### src/rtl/cpuclk_phase_tracker_pkg.sv
// Shared types and constants for the CPU clock phase tracker.
// Defines the lock-state encoding, the accepted period window and the period helpers.
`timescale 1ns/1ps
package cpuclk_pkg;

  typedef enum logic [1:0] {
    ST_UNLOCKED = 2'd0,
    ST_ACQUIRE  = 2'd1,
    ST_LOCKED   = 2'd2
  } state_e;

  localparam int PER_MIN        = 3;
  localparam int PER_MAX        = 6;
  localparam int TIMEOUT        = 15;
  localparam int DEF_LOCK_COUNT = 8;
  localparam int DEF_BAD_LIMIT  = 2;

  // Measured periods of 3..6 clk28 cycles count as a healthy 7 MHz clock.
  function automatic logic period_ok(input logic [4:0] meas);
    period_ok = (meas >= 5'(PER_MIN)) && (meas <= 5'(PER_MAX));
  endfunction

  function automatic logic [3:0] period_sat(input logic [4:0] meas);
    if (meas[4]) begin
      period_sat = 4'd15;
    end else begin
      period_sat = meas[3:0];
    end
  endfunction

endpackage

### src/rtl/cpuclk_phase_tracker_sync_edge.sv
// Two-flop synchroniser for the asynchronous CPU clock plus an edge flop.
// Exposes the combinational rise event and registered rise/fall strobes.
`timescale 1ns/1ps
module sync_edge (
  input  logic clk28,
  input  logic reset,
  input  logic async_in,
  output logic rise_ev,
  output logic rise_stb,
  output logic fall_stb
);

  logic s1_q, s1_d;
  logic s2_q, s2_d;
  logic s3_q, s3_d;
  logic rise_q, rise_d;
  logic fall_q, fall_d;

  // Next-state for the synchroniser chain and edge strobes.
  always_comb begin
    s1_d    = async_in;
    s2_d    = s1_q;
    s3_d    = s2_q;
    rise_ev = s2_q & ~s3_q;
    rise_d  = s2_q & ~s3_q;
    fall_d  = ~s2_q & s3_q;
  end

  // Synchroniser and strobe registers.
  always_ff @(posedge clk28) begin
    if (reset) begin
      s1_q   <= 1'b0;
      s2_q   <= 1'b0;
      s3_q   <= 1'b0;
      rise_q <= 1'b0;
      fall_q <= 1'b0;
    end else begin
      s1_q   <= s1_d;
      s2_q   <= s2_d;
      s3_q   <= s3_d;
      rise_q <= rise_d;
      fall_q <= fall_d;
    end
  end

  assign rise_stb = rise_q;
  assign fall_stb = fall_q;

endmodule

### src/rtl/cpuclk_phase_tracker.sv
// Tracks the phase of the asynchronous 7 MHz Amiga CPU clock inside the 28 MHz domain,
// measures its period and maintains a lock state with a derived clk7 enable.
`timescale 1ns/1ps
module cpuclk_phase_tracker
  import cpuclk_pkg::*;
#(
  parameter int LOCK_COUNT = DEF_LOCK_COUNT,
  parameter int BAD_LIMIT  = DEF_BAD_LIMIT
) (
  input  logic       clk28,
  input  logic       reset,
  input  logic       cpuclk_a,
  output logic       rise_stb,
  output logic       fall_stb,
  output logic [2:0] phase,
  output logic [3:0] period,
  output logic       locked,
  output logic       clk7_en,
  output logic       lost
);

  localparam int GW = $clog2(LOCK_COUNT + 1);
  localparam int BW = $clog2(BAD_LIMIT + 1);
  localparam logic [GW-1:0] GOOD_TARGET = GW'(LOCK_COUNT);
  localparam logic [BW-1:0] BAD_TARGET  = BW'(BAD_LIMIT);

  logic          rise_ev_s;
  logic [4:0]    meas_s;
  logic          meas_ok_s;
  logic          timeout_s;
  logic [GW-1:0] good_inc_s;
  logic [BW-1:0] bad_inc_s;

  state_e        state_q, state_d;
  logic [2:0]    phase_q, phase_d;
  logic [3:0]    per_cnt_q, per_cnt_d;
  logic [3:0]    period_q, period_d;
  logic [GW-1:0] good_cnt_q, good_cnt_d;
  logic [BW-1:0] bad_cnt_q, bad_cnt_d;
  logic          locked_q, locked_d;
  logic          clk7_en_q, clk7_en_d;
  logic          lost_q, lost_d;

  sync_edge u_sync (
    .clk28    (clk28),
    .reset    (reset),
    .async_in (cpuclk_a),
    .rise_ev  (rise_ev_s),
    .rise_stb (rise_stb),
    .fall_stb (fall_stb)
  );

  // Phase, period measurement and timeout detection.
  always_comb begin
    meas_s    = {1'b0, per_cnt_q} + 5'd1;
    meas_ok_s = period_ok(meas_s);
    timeout_s = (per_cnt_q == 4'(TIMEOUT)) && !rise_ev_s;
    if (rise_ev_s) begin
      phase_d   = 3'd0;
      per_cnt_d = 4'd0;
      period_d  = period_sat(meas_s);
    end else begin
      phase_d   = (phase_q == 3'd7) ? phase_q : phase_q + 3'd1;
      per_cnt_d = (per_cnt_q == 4'd15) ? per_cnt_q : per_cnt_q + 4'd1;
      period_d  = period_q;
    end
  end

  // Lock state machine; a rise event always wins over a coinciding timeout.
  always_comb begin
    state_d    = state_q;
    good_cnt_d = good_cnt_q;
    bad_cnt_d  = bad_cnt_q;
    lost_d     = 1'b0;
    good_inc_s = good_cnt_q + GW'(1);
    bad_inc_s  = bad_cnt_q + BW'(1);
    case (state_q)
      ST_UNLOCKED: begin
        if (rise_ev_s) begin
          state_d    = ST_ACQUIRE;
          good_cnt_d = {GW{1'b0}};
          bad_cnt_d  = {BW{1'b0}};
        end else begin
          state_d = ST_UNLOCKED;
        end
      end
      ST_ACQUIRE: begin
        if (rise_ev_s) begin
          if (meas_ok_s) begin
            good_cnt_d = good_inc_s;
            if (good_inc_s == GOOD_TARGET) begin
              state_d   = ST_LOCKED;
              bad_cnt_d = {BW{1'b0}};
            end else begin
              state_d = ST_ACQUIRE;
            end
          end else begin
            good_cnt_d = {GW{1'b0}};
          end
        end else if (timeout_s) begin
          state_d    = ST_UNLOCKED;
          good_cnt_d = {GW{1'b0}};
          bad_cnt_d  = {BW{1'b0}};
        end else begin
          state_d = ST_ACQUIRE;
        end
      end
      ST_LOCKED: begin
        if (rise_ev_s) begin
          if (meas_ok_s) begin
            bad_cnt_d = {BW{1'b0}};
          end else if (bad_inc_s == BAD_TARGET) begin
            state_d    = ST_UNLOCKED;
            lost_d     = 1'b1;
            good_cnt_d = {GW{1'b0}};
            bad_cnt_d  = {BW{1'b0}};
          end else begin
            bad_cnt_d = bad_inc_s;
          end
        end else if (timeout_s) begin
          state_d    = ST_UNLOCKED;
          lost_d     = 1'b1;
          good_cnt_d = {GW{1'b0}};
          bad_cnt_d  = {BW{1'b0}};
        end else begin
          state_d = ST_LOCKED;
        end
      end
      default: begin
        state_d    = ST_UNLOCKED;
        good_cnt_d = {GW{1'b0}};
        bad_cnt_d  = {BW{1'b0}};
      end
    endcase
    locked_d  = (state_d == ST_LOCKED);
    clk7_en_d = rise_ev_s && (state_q == ST_LOCKED);
  end

  // State and output registers.
  always_ff @(posedge clk28) begin
    if (reset) begin
      state_q    <= ST_UNLOCKED;
      phase_q    <= 3'd0;
      per_cnt_q  <= 4'd0;
      period_q   <= 4'd0;
      good_cnt_q <= {GW{1'b0}};
      bad_cnt_q  <= {BW{1'b0}};
      locked_q   <= 1'b0;
      clk7_en_q  <= 1'b0;
      lost_q     <= 1'b0;
    end else begin
      state_q    <= state_d;
      phase_q    <= phase_d;
      per_cnt_q  <= per_cnt_d;
      period_q   <= period_d;
      good_cnt_q <= good_cnt_d;
      bad_cnt_q  <= bad_cnt_d;
      locked_q   <= locked_d;
      clk7_en_q  <= clk7_en_d;
      lost_q     <= lost_d;
    end
  end

  assign phase   = phase_q;
  assign period  = period_q;
  assign locked  = locked_q;
  assign clk7_en = clk7_en_q;
  assign lost    = lost_q;

endmodule

### config.mk
export PLATFORM = sky130hd
export DESIGN_NAME = cpuclk_phase_tracker
export DESIGN_NICKNAME = d
export VERILOG_FILES = /design/src/rtl/cpuclk_phase_tracker_pkg.sv /design/src/rtl/cpuclk_phase_tracker_sync_edge.sv /design/src/rtl/cpuclk_phase_tracker.sv
export SDC_FILE = /design/constraint.sdc
export NUM_CORES = 1
export LEC_CHECK = 0
export ABC_AREA = 1
export CAP_MARGIN = 20
export CELL_PAD_IN_SITES_DETAIL_PLACEMENT = 1
export CELL_PAD_IN_SITES_GLOBAL_PLACEMENT = 1
export CORE_ASPECT_RATIO = 1.25
export CORE_MARGIN = 2
export CORE_UTILIZATION = 41
export CTS_BUF_LIST = sky130_fd_sc_hd__clkbuf_2
export DETAILED_ROUTE_END_ITERATION = 10
export PLACE_DENSITY_LB_ADDON = 0.05
export SYNTH_ARGS = -nofsm -noshare
export SYNTH_HDL_FRONTEND = slang
export SYNTH_SLANG_ARGS = --single-unit
### constraint.sdc
create_clock -name clk28 -period 2 [get_ports clk28]
set_clock_uncertainty 0.1 [all_clocks]
set_input_delay 0.3 -clock clk28 [delete_from_list [all_inputs] [get_ports clk28]]
set_output_delay 0.3 -clock clk28 [all_outputs]
set_load 0.02 [all_outputs]
### Gate-type map, run 1

Scale bar: 20 um.
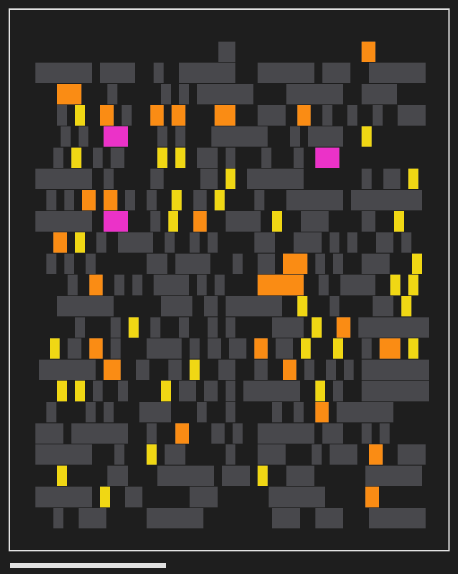
legend:
  XOR/XNOR gates:
    colour: magenta
    cells: 3
    most_used: xor2_1
  inverters:
    colour: yellow
    cells: 33
    most_used: inv_1
  inverting AOI/OAI gates:
    colour: orange
    cells: 24
    most_used: a21oi_1
multi-input gate share of total cell area: 46.0%
fin cells: 261
most common logic cell in the routed design: nand2_1

### Placed cells, one colour a class, run 1

Scale bar: 20 um.
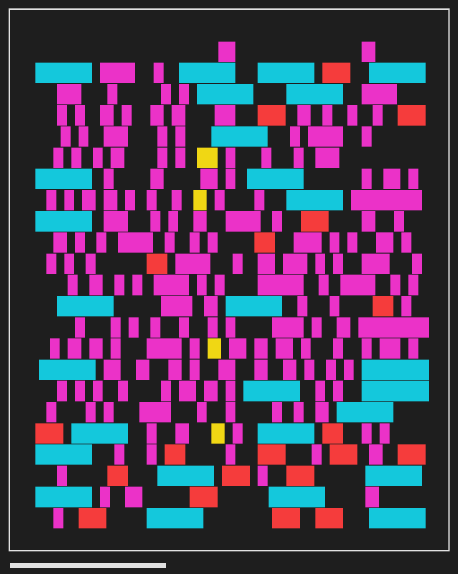
legend:
  clock drivers and dummy loads:
    colour: yellow
    cells: 4
  all other logic:
    colour: magenta
    cells: 173
  other buffers and delay cells:
    colour: red
    cells: 20
  flops:
    colour: cyan
    cells: 27

### Routed clock nets over the placement, run 1

Scale bar: 20 um.
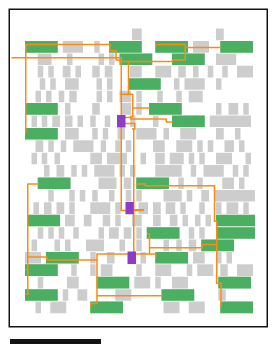
legend:
  cells driving clock nets:
    colour: purple
    count: 3
  flip-flops:
    colour: green
    count: 27
  clock wires:
    colour: orange
    length: 356 um
routed clock nets: 4
flops lie: widely spread

### Supply network, run 1

Pins as bars on the die edge. Tap cells in grey.
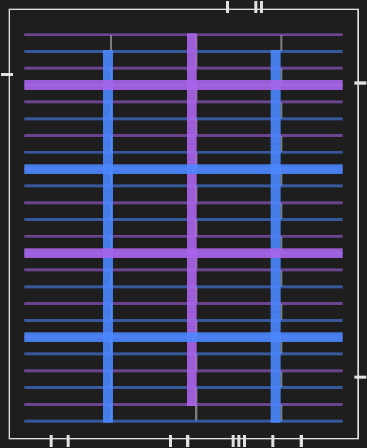
legend:
  VSS:
    colour: blue
  VDD:
    colour: purple
met4 straps: 3
met5 straps: 4
rows: 23

==> run notes, run 1 <==
Numbers from the implementation run.

Global routing finished with a remaining overflow of 0. The share of the Yosys chip area taken by registers is between 30% and 40%. The maximum vdd drop is 379 uV. The flow reports an fmax of roughly 530 MHz. The post-detailed-routing wire length is between 3000 and 4000 um. During placement, the flow inserted port buffers numbering 14. The global placer's final weighted congestion is 0.843.

Endpoints with negative setup slack in the final report add up to 0. Across every metal layer, demand over resource in global routing totals around 19%. The largest stage delay on the critical path is between 0.4 and 0.5 ns. The post-route fraction of the period consumed by the critical path is between 90% and 100%. The final worst slack is approximately 0.10 ns.

The detailed placer's ending HPWL is approximately 2800 um. The die span in y is 69.3 um. The power report puts the leakage power at between 0.8 and 0.9 nW. The number of hold violations in the final report is 0. The area reported by Yosys stat is between 1000 and 1500 sq um. The design area is roughly 1700 sq um. The die width is about 56 um.

The number of enable flip-flop cells is 0. The yosys warning tally is 0. The synthesis-to-finish area growth is 22.6%. The mapped netlist covers between 1000 and 1500 sq um.

The OpenROAD report gives the critical path a required time of 2.23 ns. Ranked by total cell area, the synthesized netlist is headed by dfxtp_1 (39%), nand2_1 (15%), ha_1 (9.8%). In the Yosys stats the netlist draws on 22 distinct library cells. For reference, the placement row count at floorplan is 23. In this design, the critical path's most frequently occurring cell is nand2_1.

The CTS tree is done. After filler insertion, the fill cell instance count of the layout stands at about 440. Counting instances in the post-synthesis netlist gives the leading cell types as nand2_1 (57), inv_1 (28), dfxtp_1 (27). In the global route stage, met1 resource usage came out at 19.7%. Once synthesis finished, the tally of register bits stood at 27.

The core region is roughly 3200 sq um. The worst min-delay path category is in -> reg. In this run the clock root is driven by a clkbuf_2.

Logic depth along the worst register-to-register path is recorded as 9. The first detailed-routing pass ran for 4 iterations. The share of cells above drive strength 1 is around 16%. The sort of element at the end of the critical path is a register. Of all flip-flops after synthesis, the portion carrying an async set or reset was 0%. The clock edge transition at the registers on the reported setup and hold paths is roughly 0.28 ns. The worst hold path begins at cpuclk_a.

Traced cell by cell, the critical path runs through ha_1 -> xor2_1 -> nor3_1 -> nand3_1 -> o21ai_1 -> nand2_1 -> nand2_1 -> nand2_2 -> nor2_2. In this run the number of H-tree levels came out at 1. The number of maximum-capacitance constraint violations is 0.

The die covers roughly 3900 sq um. In this run the power density over the cells is about 600 nW/um^2. The later-pin clock latency in the skew report is 0.38 ns. The setup slack at placement is -0.0403 ns. After synthesis, the mean cell area works out to 6.95 sq um.

The global routing report lists met2 layer usage as between 30% and 40%. met2 is the most crowded layer. The endpoint with the worst hold slack is u_sync.s1_q$_SDFF_PP0_. The sum of negative setup slack is 0 ns. Among all stages on the critical path, the largest delay is contributed by dfxtp_1. The detail-routed via count per cell is just over 5. Synthesis produced a netlist whose cell count is approximately 200. The average wire per standard cell is between 10 and 15 um. The number of global-route vias before repair is between 1,000 and 1,500. The largest fanout of any net on the critical path is 4. At the worst endpoint, the arrival time is between 2 and 2.5 ns. The number of buffers and inverters on the critical path is 0. The antenna violation net count after detailed routing is 0. The tightest hold path in the finished design has a slack of just under 0.3 ns.

The number of design-rule violations left by the first detailed-router iteration is 27. The most instantiated library cell after synthesis is nand2_1. Entering global routing, the biggest net connects 17 pins.

The critical path is of the reg -> reg type. Warnings raised by the tools during the run amount to 33. In this run the count of I/O pins placed on the die edge is 15. The CTS report gives the tree buffer count as 3. For this configuration, the core starts out at a cell density of 43.4%. The top-area cell type share of the netlist area is 38.7%.

The antenna diode count is 0. The cell total after placement is around 250. The total via count after detailed routing is ~1,300. The number of sinks driven by the clock tree is 27. The net count after synthesis is 215. The post-layout minimum cycle time is 1.90 ns. The maximum buffer depth of the clock tree is 2. Checking max transition, the worst relative margin is around 77%.

The run finished with clean final reports. The capture point of the worst register-to-register path is recorded as locked$_SDFF_PP0_. The met3 track demand over resource in global routing is 1.68%. The total DRC errors in the routed layout is 0. STA classifies the critical path startpoint as a register. The worst reg-to-reg setup slack is about 0.10 ns.

Hold repair after CTS inserted 0 buffers. The final number of max-transition violations is 0. Counting instances, the worst hold path has a depth of 3. The wire length of the first global-routing pass is between 6000 and 7000 um. STA lists the startpoint of the worst register-to-register path as good_cnt_q[0]$_SDFFE_PP0P_.

The slew at the pin with the worst max-slew slack is ~0.34 ns. Of all cell types, the one taking the most synthesized area is dfxtp_1. The initial antenna violation count is 0.

The yosys cell count is about 200. The dominant synthesized flop cell is dfxtp_1. Setup repair after global routing could not meet its margin everywhere. In this run the cell area measured after placement is 1600 sq um.

For this run, the post-layout net count is 239. Among cell families on the critical path, the largest total delay comes from simple AND/OR/NAND/NOR gates.
## run 1: per-stage QoR
stage	utilization (%)	total power, mW
5_1_grt	53.2	1.10
4_1_cts	50.7	1.02
2_1_floorplan	-	0.734
6_report	53.2	1.04
3_5_place_dp	49.7	0.802
3_3_place_gp	49.7	0.790
## run 1: registers in the layout, summed over array words and instances (netlist names), 2 cells and up
| register | flops |
|---|---|
| good_cnt_q | 4 |
| per_cnt_q | 4 |
| period | 4 |
| phase | 3 |
| bad_cnt_q | 2 |
| state_q | 2 |
## run 1: cell usage in the layout (no fill, tap or decap), types with 5 or more instances in the layout
cell type	synthesis	layout
nand2_2	2	6
o21ai_0	8	7
buf_4	0	6
nand3_1	8	6
nand2_1	57	53
clkdlybuf4s50_1	0	14
ha_1	11	9
a21oi_1	10	9
nor2_1	26	25
inv_1	28	28
dfxtp_1	27	25
inv_2	5	5
## run 1: worst reg2reg max path, cell delays in order, from the launching register on
cell and delay, ns:
dfxtp_1 0.41, ha_1 0.23, xor2_1 0.16, nor3_1 0.30, nand3_1 0.19, o21ai_1 0.12
nand2_1 0.07, nand2_1 0.09, nand2_2 0.08, nor2_2 0.11
## run 1: repair_timing
action,in CTS,in global routing
setup buffers,0,3
endpoints found under the setup margin,9,9
resized,3,14
pin swaps,0,7
## run 1: report_power, final
part / internal [mW] / switching [mW]
Sequential: 0.565 / 0.0276
Clock: 0.0463 / 0.173
Combinational: 0.0956 / 0.135
Total: 0.707 / 0.335
## run 1: cell families (layout without fill, tap and decap cells)
group	after synthesis	in the layout	share of synthesized area [%]
and+or+nand+nor	102	102	30.9
adders and majority gates	11	11	9.85
xor gates and xnor gates	3	3	1.88
buffers and inverters	34	57	9.13
AOI/OAI and AO/OA	24	24	9.58
DFF	27	27	38.7
## run 1: layer usage
layer	routed length [um]	part of all wire, %	vias up
met4	124	3.5	0
met5	0	0	-
met3	56	1.6	11
li1	-	-	662
met1	1400	39	632
met2	1990	56	19
## run 1: worst max-delay path by stage
stage                               start                          to  cells past startpoint
6_report       good_cnt_q[0]$_SDFFE_PP0P_           locked$_SDFF_PP0_                      9
5_1_grt         per_cnt_q[0]$_SDFFE_PP0N_       state_q[1]$_SDFF_PP0_                     15
4_1_cts         per_cnt_q[0]$_SDFFE_PP0N_  good_cnt_q[0]$_SDFFE_PP0P_                     13
3_5_place_dp    per_cnt_q[0]$_SDFFE_PP0N_   bad_cnt_q[1]$_SDFFE_PP0P_                     10
3_3_place_gp    per_cnt_q[0]$_SDFFE_PP0N_           locked$_SDFF_PP0_                     13
2_1_floorplan   per_cnt_q[0]$_SDFFE_PP0N_  good_cnt_q[1]$_SDFFE_PP0P_                     12
## run 1: layout make-up
cell class                 instances  area (sq um)  share of cell area (%)
clock buffer                       3          15.0                   0.876
tap                               37          46.3                    2.70
timing repair buffer              20           185                    10.8
inverter                          33           124                    7.23
multi-input combinational        140           788                    46.0
sequential                        27           548                    32.0
clock inverter                     1          7.51                   0.438
==> run 2: changes to the inputs <==
--- a/config.mk
+++ b/config.mk
@@ -11,9 +11,11 @@
 export CELL_PAD_IN_SITES_GLOBAL_PLACEMENT = 1
 export CORE_ASPECT_RATIO = 1.25
 export CORE_MARGIN = 2
-export CORE_UTILIZATION = 41
+export CORE_UTILIZATION = 46
 export CTS_BUF_LIST = sky130_fd_sc_hd__clkbuf_2
 export DETAILED_ROUTE_END_ITERATION = 10
+export DONT_BUFFER_PORTS = 1
+export GPL_ROUTABILITY_DRIVEN = 0
 export PLACE_DENSITY_LB_ADDON = 0.05
 export SYNTH_ARGS = -nofsm -noshare
 export SYNTH_HDL_FRONTEND = slang
==> constraint.sdc (replaced) <==
create_clock -name clk28 -period 1.95 [get_ports clk28]
set_clock_uncertainty 0.1 [all_clocks]
set_input_delay 0.2925 -clock clk28 [delete_from_list [all_inputs] [get_ports clk28]]
set_output_delay 0.2925 -clock clk28 [all_outputs]
set_load 0.02 [all_outputs]
### Placed cells, one colour a class, run 2

Scale bar: 20 um.
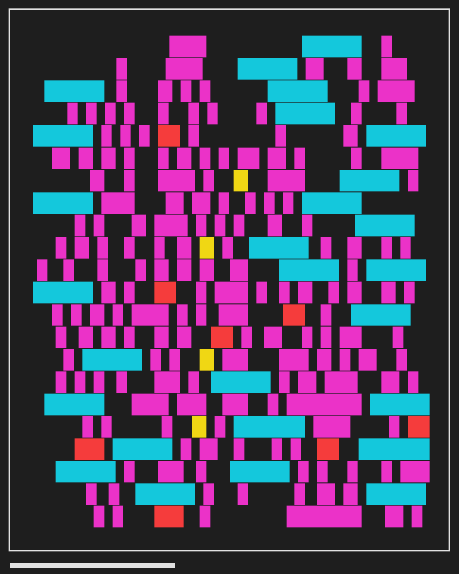
legend:
  all other logic:
    colour: magenta
    cells: 173
  clock drivers and dummy loads:
    colour: yellow
    cells: 4
  other buffers and delay cells:
    colour: red
    cells: 8
  flops:
    colour: cyan
    cells: 27
floorplan row count: 22
final design instance area without fill: 1600 sq um
core utilization of the finished layout: 54.9%
sequential portion of the cell area: 34.2%

### Routed clock nets over the placement, run 2

Scale bar: 20 um.
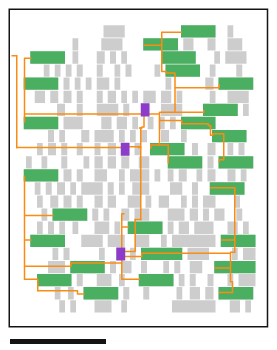
clock latency of the later-clocked register in the worst-skew pair: 0.37 ns
clock network power share: 21.3%
total clock network power: 0.225 mW

==> run 2 against run 1 <==
Net effect: non-clock buffer count decreased by 12; total power grew 1.3%; fmax is 3.0% higher; critical path depth grew 2; design area shrank 6.6%; sequential cell count stayed put; clock power rose by 3%; largest power group unchanged; worst hold slack worse by 0.26 ns; combinational power is 8% lower.
==> run notes, run 2 <==
Numbers from the implementation run.

Counting tap cells, the placed design contains a total of approximately 240 instances. The number of enable flip-flop cells is 0. The final number of max-transition violations is 0. The critical-path cell with the highest stage delay is dfxtp_4.

For this design the top-level I/O count stands at 15. The sequential share of the synthesized area is a little under 40%. The antenna violation net count after detailed routing is 0. The number of global-route vias before repair came to about 1,300.

For this run, the leading register cell type out of synthesis is dfxtp_1. The final setup violation count is 0. The pin count of the biggest net entering global routing is 15.

Sorting the synthesized cells by area gives the leading types as dfxtp_1 (39%), nand2_1 (15%), ha_1 (9.8%). The total via count after detailed routing is about 1,300. The post-detailed-routing wire length is 3600 um.

The iteration count recorded for the first detailed-route pass is 5. The number of input and output port buffers inserted is 0. The library cell occupying the most area in the post-synthesis netlist is dfxtp_1. Counting the warning lines in the Yosys log gives 0. Before any placement, the netlist area is recorded as 1400 sq um. Dividing the detail-routed wire length by the instance count gives ~15 um. Yosys instantiated no cell more often than nand2_1.

The post-layout minimum cycle time is between 1.5 and 2 ns. The OpenROAD report gives the critical path a data arrival time of approximately 2.1 ns. The floorplan step set the die height to approximately 66 um. The run reported a max-capacitance violation count of 0.

The total DRC errors in the routed layout is 0. The worst VDD IR drop from the latest analysis is around 460 uV. After clock tree synthesis, the clock-pin slew on the worst setup and hold paths is 0.26 ns.

The number of filler cells placed in the layout is a little under 400. The share of cells above drive strength 1 is approximately a fifth. The detail-routed via count per cell is around 5.2. The design draws roughly 1.1 mW. TritonCTS built the clock tree. The net count of the mapped netlist is between 200 and 250. The number of warnings reported in the stage logs is 32.

Looking at the critical path, the highest net fanout was 4. The signal on the critical path passes through buf_4 -> ha_4 -> nor2_2 -> nand2_2 -> o21ai_2 -> nand2_2 -> nand2_4 -> buf_4 -> o21ai_0 -> a21oi_1 -> nor2_1. TritonCTS reports the number of clock sinks as 27. The antenna diode count is 0. Excluding fillers, the count of instances in the completed layout stands at between 200 and 250. The number of hold violations in the final report is 0.

The average instance in the mapped netlist occupies between 6 and 7 sq um. The tally of unique sky130hd cells used after synthesis is 22. The flow ran to the end, and the final reports show no timing, DRC or antenna violations. Synthesis produced a netlist whose cell count is 201. The clock buffer count from CTS is 3.

The power density normalized to cell area is between 600 and 700 nW/um^2. The wire length of the first global-routing pass is 5820 um. CTS built an H-tree with a depth of 1. The yosys cell count is between 200 and 250. After layout, the worst path uses 94.4% of the clock period. In this run the full chip footprint comes out at 3500 sq um. The sort of element at the end of the critical path is a register. The post-synthesis register bit count is 27. In this design, the stage delay of the slowest critical-path cell is about 0.42 ns. The placed instances occupy a cell area of around 1500 sq um. The leading cell type in the layout, fill and taps excluded is nand2_1. The slew at the pin with the worst max-slew slack is between 0.5 and 0.6 ns. Compared with the post-synthesis result, the final layout area differs by 14.6%. The critical path is of the reg -> reg type. The worst min-delay path category is in -> reg. The sequential cell area in the final layout is approximately 550 sq um. The initial antenna violation count came to 0. The area of the core is approximately 2900 sq um. The sum of overflow across all layers after global routing is 0. The most common logic cells in the final layout are nand2_1 (51), inv_1 (27), dfxtp_1 (25), nor2_1 (24), a21oi_1 (10). The top-area cell type share of the netlist area is about 39%. The clock passes through at most 2 buffers.

Per the layout area report, the combinational gate area comes to ~800 sq um. Yosys reports a chip area of roughly 1400 sq um. Grouping stages by cell kind, the critical path spends the most delay in flip-flops.

The worst setup path is launched from a register. The post-layout net count is roughly 230. Ranked by instance count, the synthesized netlist is headed by nand2_1 (57), inv_1 (28), dfxtp_1 (27).

The global-route usage over all layers is between 20% and 30%. The number of buffers and inverters on the critical path is 2. In this run the clock root is driven by a clkbuf_2. The horizontal die dimension reported for this design is ~53 um. The fraction of the core area occupied by cells at floorplan is a little under half.

The data required time at the worst endpoint is 2.19 ns. The detailed placer's ending HPWL is between 2000 and 3000 um. The proportion of synthesized flip-flops having asynchronous set or reset is 0%.
[run 2: worst paths after layout]
check | startpoint | endpoint | slack [ns] | depth (start not counted)
max | per_cnt_q[1]$_SDFFE_PP0N_ | good_cnt_q[1]$_SDFFE_PP0P_ | 0.11 | 11
min | reset | good_cnt_q[0]$_SDFFE_PP0P_ | 0.04 | 3
max reg2reg | per_cnt_q[1]$_SDFFE_PP0N_ | good_cnt_q[1]$_SDFFE_PP0P_ | 0.11 | 11
min reg2reg | u_sync.s1_q$_SDFF_PP0_ | u_sync.s2_q$_SDFF_PP0_ | 0.33 | 2
[run 2: worst reg2reg max path: stages (launching register included)]
cell,delay (ns)
dfxtp_4,0.42
buf_4,0.15
ha_4,0.27
nor2_2,0.04
nand2_2,0.07
o21ai_2,0.07
nand2_2,0.10
nand2_4,0.07
buf_4,0.15
o21ai_0,0.18
a21oi_1,0.10
nor2_1,0.09
[run 2: stage by stage]
step	utilization, %	worst slack, ns	setup TNS [ns]	hold WS, ns
5_1_grt	54.9	-0.0217	-0.0754	0.0275
3_3_place_gp	49.8	0.0861	0	0.265
4_1_cts	51.9	0.000224	0	0.0293
2_1_floorplan	-	0.217	0	0.288
3_5_place_dp	49.8	-0.0388	-0.178	0.269
6_report	54.9	0.109	0	0.0353
[run 2: where the power goes]
group	total, mW	internal [mW]	switching, mW	leakage [nW]
clock	0.225	0.0541	0.171	0.0166
sequential	0.618	0.579	0.0386	0.221
combinational	0.213	0.0848	0.128	0.535
[run 2: logic make-up after synthesis]
logic type | synth area share [%]
AND/OR/NAND/NOR | 30.9
buffers and inverters | 9.13
flip-flops | 38.7
AND-OR/OR-AND | 9.58
adder cells (fa/ha/maj) | 9.85
XOR/XNOR | 1.88
[run 2: what timing repair did]
item	in CTS	in global routing
setup endpoints to repair	9	9
hold buffers	2	0
resized	5	17
buffers inserted	1	3
endpoints found under the hold margin	9	0
pin swaps	1	9
cloned	0	0
[run 2: cell type report]
cell class / count / share of cell area [%]
Inverter: 33 / 7.73
Clock buffer: 4 / 1.25
Tap cell: 36 / 2.81
Multi-Input combinational cell: 140 / 49.9
Sequential cell: 27 / 34.2
Timing Repair Buffer: 8 / 4.06
[run 2: layer usage]
metal	global-route usage (%)	share of wire, %
met5	0	0
met1	22.8	41
met2	41.5	53
met3	4.32	3.0
met4	11.9	2.8
==> run 3: changes to the inputs <==
==> constraint.sdc (replaced) <==
create_clock -name clk28 -period 1.7 [get_ports clk28]
set_clock_uncertainty 0.1 [all_clocks]
set_input_delay 0.255 -clock clk28 [delete_from_list [all_inputs] [get_ports clk28]]
set_output_delay 0.255 -clock clk28 [all_outputs]
set_load 0.02 [all_outputs]
### Placed cells, one colour a class, run 3

Scale bar: 20 um.
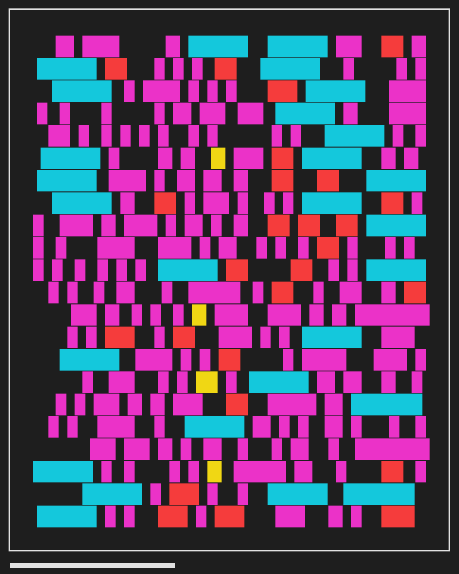
core utilization of the finished layout: 62.9%
area of the placeable core: 2920 sq um

### Routed clock nets over the placement, run 3

Scale bar: 20 um.
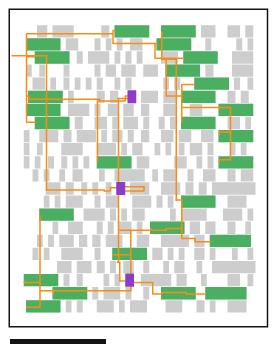
legend:
  clock wires:
    colour: orange
    length: 398 um
  cells driving clock nets:
    colour: purple
    count: 3
  flip-flops:
    colour: green
    count: 27
routed clock nets: 4
clock network power share: 21.1%
clock latency of the later-clocked register in the worst-skew pair: 0.40 ns
total clock network power: 0.278 mW

==> run 3 against run 2 <==
Net effect: the run now ends with setup timing left; register-to-register slack got worse by 0.29 ns; core utilization grew 8.0 points; via count up 9.5%; combinational power rose by 56%; design area grew 15%; cell count is 7.3% higher; global-route usage is 2.7 points higher; wire length increased by 29%; synthesized cell count did not move; critical path type unchanged; worst hold slack better by 0.30 ns; highest routed layer unchanged.
==> run notes, run 3 <==
Numbers from the implementation run.

Global routing finished with a remaining overflow of 0. The total via count after detailed routing is 1,423. Setup repair after global routing could not meet its margin everywhere.

The share of the Yosys chip area taken by registers is 38.7%. The library cell occupying the most area in the post-synthesis netlist is dfxtp_1. Looking at the max-slew report, the worst-margin pin has a slew of ~0.3 ns. The main area contributors are dfxtp_1 (39%), nand2_1 (15%), ha_1 (9.8%). Per the cell usage report, the commonest logic cells after layout are nand2_1 (45), inv_1 (25), dfxtp_1 (25), nor2_1 (24), buf_4 (20). Per the final timing report, the hold violations number 0. The slew check shows that the tightest pin keeps a relative margin of between 70% and 80%. The sort of element at the end of the critical path is a register. The setup slack at placement is -0.194 ns. The horizontal die dimension reported for this design is ~53 um. The total DRC errors in the routed layout is 0. The worst register-to-register path has a depth of 10.

The proportion of synthesized flip-flops having asynchronous set or reset is 0%. The antenna diode count is 0. The checks that failed: setup timing.

The nature of the critical path startpoint is a register. The area reported by Yosys stat is approximately 1400 sq um. The die span in y is between 60 and 70 um. On met1, the global router reports a usage of 25.9%.

The kind of critical path is reg -> reg. Yosys mapped a number of flops with a built-in enable equal to 0. 15 I/O pins were placed. The synth_stat.txt file lists the number of cells as approximately 200. Detailed-route iteration 0 reported a violation count of 44. The initial antenna violation count was 0. After detailed routing, the total wire length is roughly 4600 um. The global-route usage over all layers is around 25%. The placed instance area is 1600 sq um. The clock edge transition at the registers on the reported setup and hold paths is between 0.2 and 0.3 ns. Port buffering added 0 buffers. According to the report, the first pass of detailed routing completed in 4 iterations. The first global-routing pass estimated about 6400 um of wire. Yosys reports that the most numerous cell types are nand2_1 (57), inv_1 (28), dfxtp_1 (27). The leading cell type in the layout, fill and taps excluded is nand2_1.

CTS saw 27 sinks. The detailed placer's ending HPWL is between 2000 and 3000 um. The number of cells on the worst hold path is 2.

The most instantiated library cell after synthesis is nand2_1. The worst min-delay path category is in -> reg. The power density normalized to cell area is between 700 and 800 nW/um^2.

Of the available clock period, the critical path in the final layout requires 111%. The synthesized design contains 27 register bits. The layout has 371 filler cells. Routing resource usage on met2 recorded by global route was 48.8%. The detail-routed via count per cell is 5.35. Across all stage logs, warnings added up to 34. Data arrives at the worst endpoint at 2.14 ns. The average wire per standard cell is 17.5 um. The post-layout minimum cycle time is roughly 1.9 ns. The flow ran to the end, but the final reports show violations. The antenna violation net count after detailed routing is 0.

The fraction of the core area occupied by cells at floorplan is 47.9%. The maximum vdd drop is 478 uV. The yosys warning tally is 0. For the worst setup path, the data required time is ~2.0 ns. The maximum buffer depth of the clock tree is 2. The final number of max-transition violations is 0. The final worst slack is -0.180 ns.

The number of maximum-capacitance constraint violations is 0. The dominant synthesized flop cell is dfxtp_1. Clock tree synthesis inserted a total of 3 buffers.

The post-synthesis instance area is ~1400 sq um. The synthesis-to-finish area growth is 31.2%. The total number of placement rows is 22.

The final setup violation count is 9. The finished design was reported to have a net count of 245. Derived from the worst setup path, the maximum achievable clock frequency is ~530 MHz. The final layout reports a setup TNS of -0.971 ns. Yosys reports that the leading cell type by area covers 38.7% of the netlist area. In the final layout, the share of cells above drive strength 1 is 30.9%. Summing all non-filler instances in the final layout gives an area of ~1800 sq um. TritonCTS built the clock tree. The gate count after technology mapping is approximately 200. The global router reports that the layer with the highest usage is met2. The netlist uses 22 different library cells. The met3 track demand over resource in global routing is 2.95%. Looking at the clock tree report, the H-tree level count equals 1. The number of global-route vias before repair is 1,429. The total die size is around 3500 sq um. Entering global routing, the biggest net connects 17 pins. The leakage power figure is 0.875 nW. Each instance of the synthesized netlist takes up on average a little under 7 sq um. At floorplan, the net count of the design was reported as 215. The critical path maximum fanout is 4. Clock tree synthesis selected as its root buffer the cell clkbuf_2.
==> run 3: cell counts after synthesis <==
No cell type changed its count.
==> run 3: cells by family (layout without fill, tap and decap cells) <==
family                     after synthesis  after routing  synth area share (%)
DFF                                     27             27                  38.7
xor gates and xnor gates                 3              3                  1.88
buffers and inverters                   34             63                  9.13
AOI/OAI and AO/OA                       24             24                  9.58
and+or+nand+nor                        102            102                  30.9
adders and majority gates               11             11                  9.85
==> run 3: report_power, final <==
group,internal [mW],leakage [nW],switching [mW]
clock network,0.0543,0.0126,0.224
registers,0.665,0.221,0.0410
logic,0.137,0.641,0.195
total,0.856,0.875,0.460
==> run 3: layout make-up <==
type	instances	area, sq um	area share (%)
multi-input cells	140	883	48.2
flip-flops and latches	27	548	29.9
repair buffers	26	211	11.5
inverters	33	124	6.75
well taps	36	45.0	2.46
clock buffers	3	15.0	0.819
clock inverters	1	7.51	0.409
==> run 3: timing repair <==
action                     4_1_cts  5_1_grt
setup endpoints to repair       10       10
buffers inserted                 0        1
hold endpoints to repair        15        0
hold buffers                     5        0
pin swaps                        5       10
gates resized                   15       29
==> run 3: layer usage <==
layer,routed length (um),vias to the layer above,part of all wire (%)
met4,273,0,5.9
met5,0,-,0
met2,2450,46,53
met3,152,23,3.3
li1,-,677,-
met1,1770,677,38
==> run 3: path summary, 6_finish.rpt <==
path | from | endpoint | slack [ns]
setup reg to reg | per_cnt_q[1]$_SDFFE_PP0N_ | good_cnt_q[0]$_SDFFE_PP0P_ | -0.18
hold reg to reg | bad_cnt_q[1]$_SDFFE_PP0P_ | bad_cnt_q[1]$_SDFFE_PP0P_ | 0.40
setup / recovery | per_cnt_q[1]$_SDFFE_PP0N_ | good_cnt_q[0]$_SDFFE_PP0P_ | -0.18
hold / removal | reset | u_sync.s3_q$_SDFF_PP0_ | 0.33
==> run 3: critical path: stages, from the launching register on <==
cell     delay, ns
dfxtp_4       0.46
ha_4          0.17
nand3_2       0.17
buf_4         0.19
nand2_1       0.11
nor2_1        0.08
buf_4         0.16
o21ai_0       0.19
a21oi_1       0.07
nor2_1        0.09
nor2_1        0.04
==> run 3: per-stage QoR <==
stage                     total power [mW]  hold slack [ns]  cells
after floorplan                      0.864            0.262    201
after global placement               0.946            0.228    256
after detailed placement             0.961            0.230    256
after CTS                             1.25            0.329    265
after global routing                  1.37            0.317    266
final                                 1.32            0.334    266

==> notes/layouts.md <==
Pictures saved along the way, in no particular order.

Clock routing.
Plate I
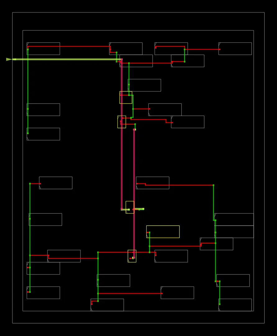
Plate II
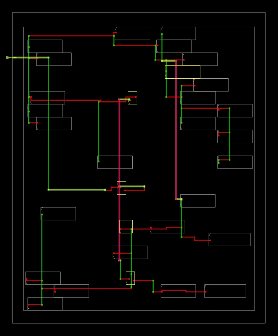
Plate III
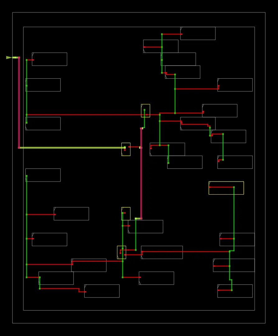
Plate I -> run 1
Plate III -> run 2
Plate II -> run 3

Power and IR drop assume default switching activity.
